===== config.mk =====
export PLATFORM = sky130hd
export DESIGN_NAME = rom_read_arbiter
export DESIGN_NICKNAME = d
export VERILOG_FILES = /design/src/rtl/rom_pkg.sv /design/src/rtl/rom_rsp_fifo.sv /design/src/rtl/rom_read_arbiter.sv
export SDC_FILE = /design/constraint.sdc
export NUM_CORES = 1
export LEC_CHECK = 0
export ABC_AREA = 1
export ABC_CLOCK_PERIOD_IN_PS = 4990
export CORE_MARGIN = 3
export CORE_UTILIZATION = 45
export DETAILED_ROUTE_END_ITERATION = 16
export PLACE_DENSITY = 0.75
export SLEW_MARGIN = 20
export SYNTH_ARGS = -nofsm -noshare
export SYNTH_HDL_FRONTEND = slang
export SYNTH_SLANG_ARGS = --single-unit

===== constraint.sdc =====
create_clock -name clk -period 4.99 [get_ports clk]
set_input_delay 1.497 -clock clk [delete_from_list [all_inputs] [get_ports clk]]
set_output_delay 1.497 -clock clk [all_outputs]
set_load 0.05 [all_outputs]

===== src/rtl/rom_pkg.sv =====
// Shared constants and helpers for the ROM read arbiter and its response buffer.
package rom_pkg;

  localparam logic ROM_ENABLE  = 1'b0;
  localparam logic ROM_DISABLE = 1'b1;

  // Bits needed to index 'value' items; returns at least 1 so single-item widths stay legal.
  function automatic int clog2(input int value);
    int result;
    int remaining;
    result    = 0;
    remaining = value - 1;
    while (remaining > 0) begin
      result    = result + 1;
      remaining = remaining >> 1;
    end
    if (result == 0) begin
      result = 1;
    end
    return result;
  endfunction

endpackage


===== src/rtl/rom_rsp_fifo.sv =====
// Two-entry response buffer; a push is accepted while full when a pop happens in the same cycle.
module rom_rsp_fifo #(
  parameter int WIDTH = 8
) (
  input  logic             clk,
  input  logic             rst_n,
  input  logic             push,
  input  logic [WIDTH-1:0] push_data,
  input  logic             pop,
  output logic [WIDTH-1:0] pop_data,
  output logic             full,
  output logic             empty,
  output logic [1:0]       count
);

  logic [WIDTH-1:0] mem_q [2];
  logic [WIDTH-1:0] mem_d [2];
  logic             wr_ptr_q, wr_ptr_d;
  logic             rd_ptr_q, rd_ptr_d;
  logic [1:0]       count_q, count_d;
  logic             do_push;
  logic             do_pop;

  always_comb begin
    do_pop  = pop & (count_q != 2'd0);
    do_push = push & ((count_q != 2'd2) | do_pop);
  end

  always_comb begin
    mem_d    = mem_q;
    wr_ptr_d = wr_ptr_q;
    rd_ptr_d = rd_ptr_q;
    count_d  = count_q;
    if (do_push) begin
      mem_d[wr_ptr_q] = push_data;
      wr_ptr_d        = ~wr_ptr_q;
    end
    if (do_pop) begin
      rd_ptr_d = ~rd_ptr_q;
    end
    case ({do_push, do_pop})
      2'b10:   count_d = count_q + 2'd1;
      2'b01:   count_d = count_q - 2'd1;
      default: count_d = count_q;
    endcase
  end

  always_ff @(posedge clk or negedge rst_n) begin
    if (!rst_n) begin
      mem_q[0] <= '0;
      mem_q[1] <= '0;
      wr_ptr_q <= 1'b0;
      rd_ptr_q <= 1'b0;
      count_q  <= 2'd0;
    end else begin
      mem_q[0] <= mem_d[0];
      mem_q[1] <= mem_d[1];
      wr_ptr_q <= wr_ptr_d;
      rd_ptr_q <= rd_ptr_d;
      count_q  <= count_d;
    end
  end

  always_comb begin
    pop_data = mem_q[rd_ptr_q];
    full     = (count_q == 2'd2);
    empty    = (count_q == 2'd0);
    count    = count_q;
  end

endmodule


===== src/rtl/rom_read_arbiter.sv =====
// Round-robin arbiter sharing one single-port ROM among NUM_REQ readers, with a credit-limited response FIFO.
// Handshakes: a transfer happens on a rising edge where valid and ready are both high; ready never waits on valid being stable for a cycle.
module rom_read_arbiter
  import rom_pkg::*;
#(
  parameter int ROM_DEPTH = 1024,
  parameter int NUM_DATA  = 1,
  parameter int BIT_WIDTH = 16,
  parameter int NUM_REQ   = 4,
  localparam int AW = clog2(ROM_DEPTH),
  localparam int DW = NUM_DATA * BIT_WIDTH,
  localparam int IW = clog2(NUM_REQ)
) (
  input  logic                  clk,
  input  logic                  rst_n,
  input  logic [NUM_REQ-1:0]    req_valid,
  input  logic [NUM_REQ*AW-1:0] req_addr,
  output logic [NUM_REQ-1:0]    req_ready,
  output logic                  rom_cen,
  output logic [AW-1:0]         rom_A,
  input  logic [DW-1:0]         rom_Q,
  output logic                  rsp_valid,
  input  logic                  rsp_ready,
  output logic [DW-1:0]         rsp_data,
  output logic [IW-1:0]         rsp_id
);

  logic [IW-1:0]    rr_ptr_q, rr_ptr_d;
  logic             inflight_q, inflight_d;
  logic [IW-1:0]    inflight_id_q, inflight_id_d;
  logic [AW-1:0]    addr_q, addr_d;

  logic             fifo_full;
  logic             fifo_empty;
  logic [1:0]       fifo_count;
  logic [IW+DW-1:0] fifo_head;
  logic             fifo_pop;

  logic [2:0]       occupancy;
  logic             issue_ok;
  logic             grant_any;
  logic [IW-1:0]    grant_idx;
  logic             grant_valid;
  logic [AW-1:0]    grant_addr;
  int unsigned      scan_idx;

  // Credits: buffered responses plus the read in flight, minus the one leaving this cycle.
  always_comb begin
    fifo_pop  = ~fifo_empty & rsp_ready;
    occupancy = {1'b0, fifo_count} + {2'b00, inflight_q} - {2'b00, fifo_pop};
    issue_ok  = (occupancy < 3'd2);
  end

  always_comb begin
    grant_any = 1'b0;
    grant_idx = '0;
    scan_idx  = 0;
    for (int k = 0; k < NUM_REQ; k++) begin
      scan_idx = int'(unsigned'(rr_ptr_q)) + k;
      if (scan_idx >= NUM_REQ) begin
        scan_idx = scan_idx - NUM_REQ;
      end
      if (!grant_any && req_valid[scan_idx]) begin
        grant_any = 1'b1;
        grant_idx = IW'(scan_idx);
      end
    end
  end

  // rst_n gates the grant so nothing is offered to requesters while reset is held.
  always_comb begin
    grant_valid = rst_n & issue_ok & grant_any;
    grant_addr  = req_addr[grant_idx*AW +: AW];
  end

  always_comb begin
    rr_ptr_d      = rr_ptr_q;
    inflight_d    = grant_valid;
    inflight_id_d = inflight_id_q;
    addr_d        = addr_q;
    if (grant_valid) begin
      rr_ptr_d      = (grant_idx == IW'(NUM_REQ - 1)) ? '0 : grant_idx + IW'(1);
      inflight_id_d = grant_idx;
      addr_d        = grant_addr;
    end
  end

  always_ff @(posedge clk or negedge rst_n) begin
    if (!rst_n) begin
      rr_ptr_q      <= '0;
      inflight_q    <= 1'b0;
      inflight_id_q <= '0;
      addr_q        <= '0;
    end else begin
      rr_ptr_q      <= rr_ptr_d;
      inflight_q    <= inflight_d;
      inflight_id_q <= inflight_id_d;
      addr_q        <= addr_d;
    end
  end

  always_comb begin
    req_ready = '0;
    if (grant_valid) begin
      req_ready[grant_idx] = 1'b1;
    end
    rom_cen   = grant_valid ? ROM_ENABLE : ROM_DISABLE;
    rom_A     = grant_valid ? grant_addr : addr_q;
    rsp_valid = ~fifo_empty;
    rsp_id    = fifo_head[IW+DW-1 -: IW];
    rsp_data  = fifo_head[DW-1:0];
  end

  // rom_Q belongs to the read registered as in flight on the previous edge.
  rom_rsp_fifo #(
    .WIDTH (IW + DW)
  ) u_rsp_fifo (
    .clk       (clk),
    .rst_n     (rst_n),
    .push      (inflight_q),
    .push_data ({inflight_id_q, rom_Q}),
    .pop       (fifo_pop),
    .pop_data  (fifo_head),
    .full      (fifo_full),
    .empty     (fifo_empty),
    .count     (fifo_count)
  );

  a_no_overflow: assert property (@(posedge clk) disable iff (!rst_n)
    !(inflight_q && fifo_full && !fifo_pop));

  a_grant_onehot: assert property (@(posedge clk) disable iff (!rst_n)
    $onehot0(req_ready));

endmodule


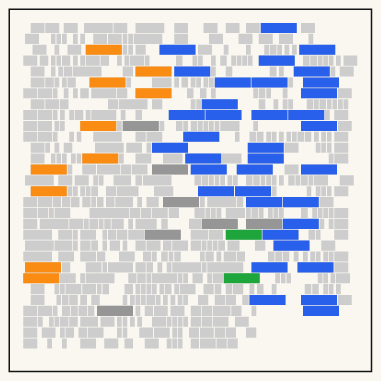
**Above:** where the registers sit.
Scale: 4 px per micron. Other sequential cells in the stronger grey, the rest of the logic in the fainter grey.
[u_rsp_fifo.mem_q] blue | placed flops: 36
[u_rsp_fifo.count] green | placed flops: 2
[addr_q] orange | placed flops: 10
not coloured: 7

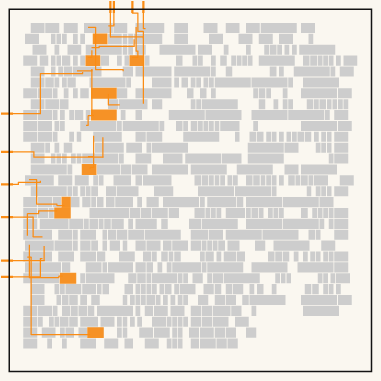
**Above:** nets reached from selected ports.
Scale: 4 px per micron.
[rom_A] orange | bits: 10 | direction: output | end cells: 10 | buffers: 10 | wire: 313 microns

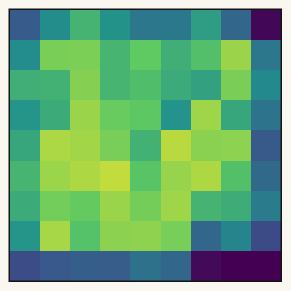
**Above:** placement density heat map.
Scale: 3 px per micron. 9 x 9 tiles, from dark purple (low) to yellow (high), 0 to 100% covered.
tiles over 75% full: 36%
nearly empty tiles: 3.7%
emptiest ninth of the die: lower right
mean over tiles: 60%
fullest tile: 91%
Core Area: 0.00683 sq mm
Core Util, Final: 0.729

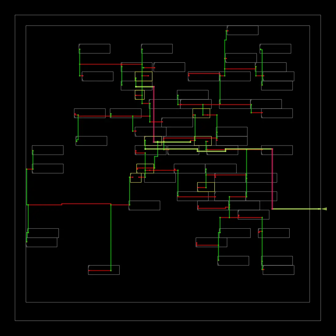
**Above:** clock wiring as the flow saved it.
number of sinks on the clock net: 55
Clock Skews: 0.00603 ns
total number of sequential cells: 55

==> tab_implementation.tex <==
% Auto-generated results table
\begin{tabular}{lr}
\hline
Metric & Value \\
\hline
\multicolumn{2}{l}{\textbf{Clock tree}} \\
H-tree depth reported by CTS & 2 \\
Source-to-sink clock delay at the later pin of the worst-skew pair & 0.30 ns \\
\multicolumn{2}{l}{\textbf{Critical path}} \\
Element type at the critical path start & input port \\
End of the worst register-to-register path & u\_rsp\_fifo.mem\_q[32]\$\_DFFE\_PN0P\_ \\
Kind of critical path & input port to primary output \\
\multicolumn{2}{l}{\textbf{Worst hold path}} \\
Worst hold endpoint & u\_rsp\_fifo.mem\_q[7]\$\_DFFE\_PN0P\_ \\
\multicolumn{2}{l}{\textbf{Timing}} \\
Setup ws final & -0.0583 ns \\
Finish-stage setup viols & 9 \\
Number of pins exceeding their max-slew limit in the final report & 0 \\
Setup repair after global routing missed its margin & true \\
Final tally of hold violations & 0 \\
Setup total negative slack & -0.329 ns \\
Fmax achieved & 0.198 GHz \\
\multicolumn{2}{l}{\textbf{Run status}} \\
Outcome & finished, violations left \\
Violations in the final reports & setup timing \\
\multicolumn{2}{l}{\textbf{Cells and area}} \\
Number of fillers in the final layout & 525 \\
Share of layout cells above drive strength 1 & 0.238 \\
Post-synthesis to final-layout area growth & 56.2\% \\
Footprint of the multi-input gates & 0.00171 sq mm \\
Final nets & 640 \\
\multicolumn{2}{l}{\textbf{Placement}} \\
Global placer's final weighted congestion & 0.802 \\
\multicolumn{2}{l}{\textbf{GRT}} \\
Number of antenna violations at the first check in global routing & 0 \\
\multicolumn{2}{l}{\textbf{Logic synthesis}} \\
Post-synth regs & 55 \\
\multicolumn{2}{l}{\textbf{Floorplanning}} \\
Full die area & 0.00813 sq mm \\
\multicolumn{2}{l}{\textbf{Run}} \\
Count of max-cap constraint violations & 0 \\
\hline
\end{tabular}
-- cell families (layout without fill, tap and decap cells) --
family	count (synthesis)	after routing	synth area share
compound gates	43	43	0.0683
xor+xnor	3	3	0.00824
fa+ha+maj	7	7	0.0298
buf+inv	72	200	0.102
flops	55	55	0.432
simple gates	263	263	0.360
-- area by class of cell --
cell class	count	area share
inverters	56	0.0477
clock buffers	6	0.0166
repair buffers	136	0.289
flip-flops and latches	55	0.276
well taps	96	0.0241
multi-input cells	316	0.344
clock inverters	2	0.00326
-- critical path: stages --
cell     delay, ns
buf_6         0.10
nand2_4       0.06
inv_4         0.04
ha_4          0.20
inv_2         0.04
nand2_2       0.04
fa_1          0.51
nand2_1       0.08
nor3b_2       0.26
nand2_4       0.13
buf_4         0.17
buf_16        0.13
nand2_1       0.06
nand2_2       0.07
buf_12        0.15
-- per-stage QoR --
| stage | util | area, sq um |
|---|---|---|
| 2_1_floorplan | - | 3240 |
| 3_5_place_dp | 0.648 | 4430 |
| 3_3_place_gp | 0.648 | 4430 |
| 6_report | 0.729 | 4980 |
| 5_1_grt | 0.729 | 4980 |
| 4_1_cts | 0.700 | 4780 |
-- layer usage --
metal,global-route usage,vias up,share of wire
met1,0.260,1473,0.41
met5,0,-,0
li1,-,1611,-
met4,0.0472,0,0.014
met2,0.345,130,0.50
met3,0.0594,16,0.080
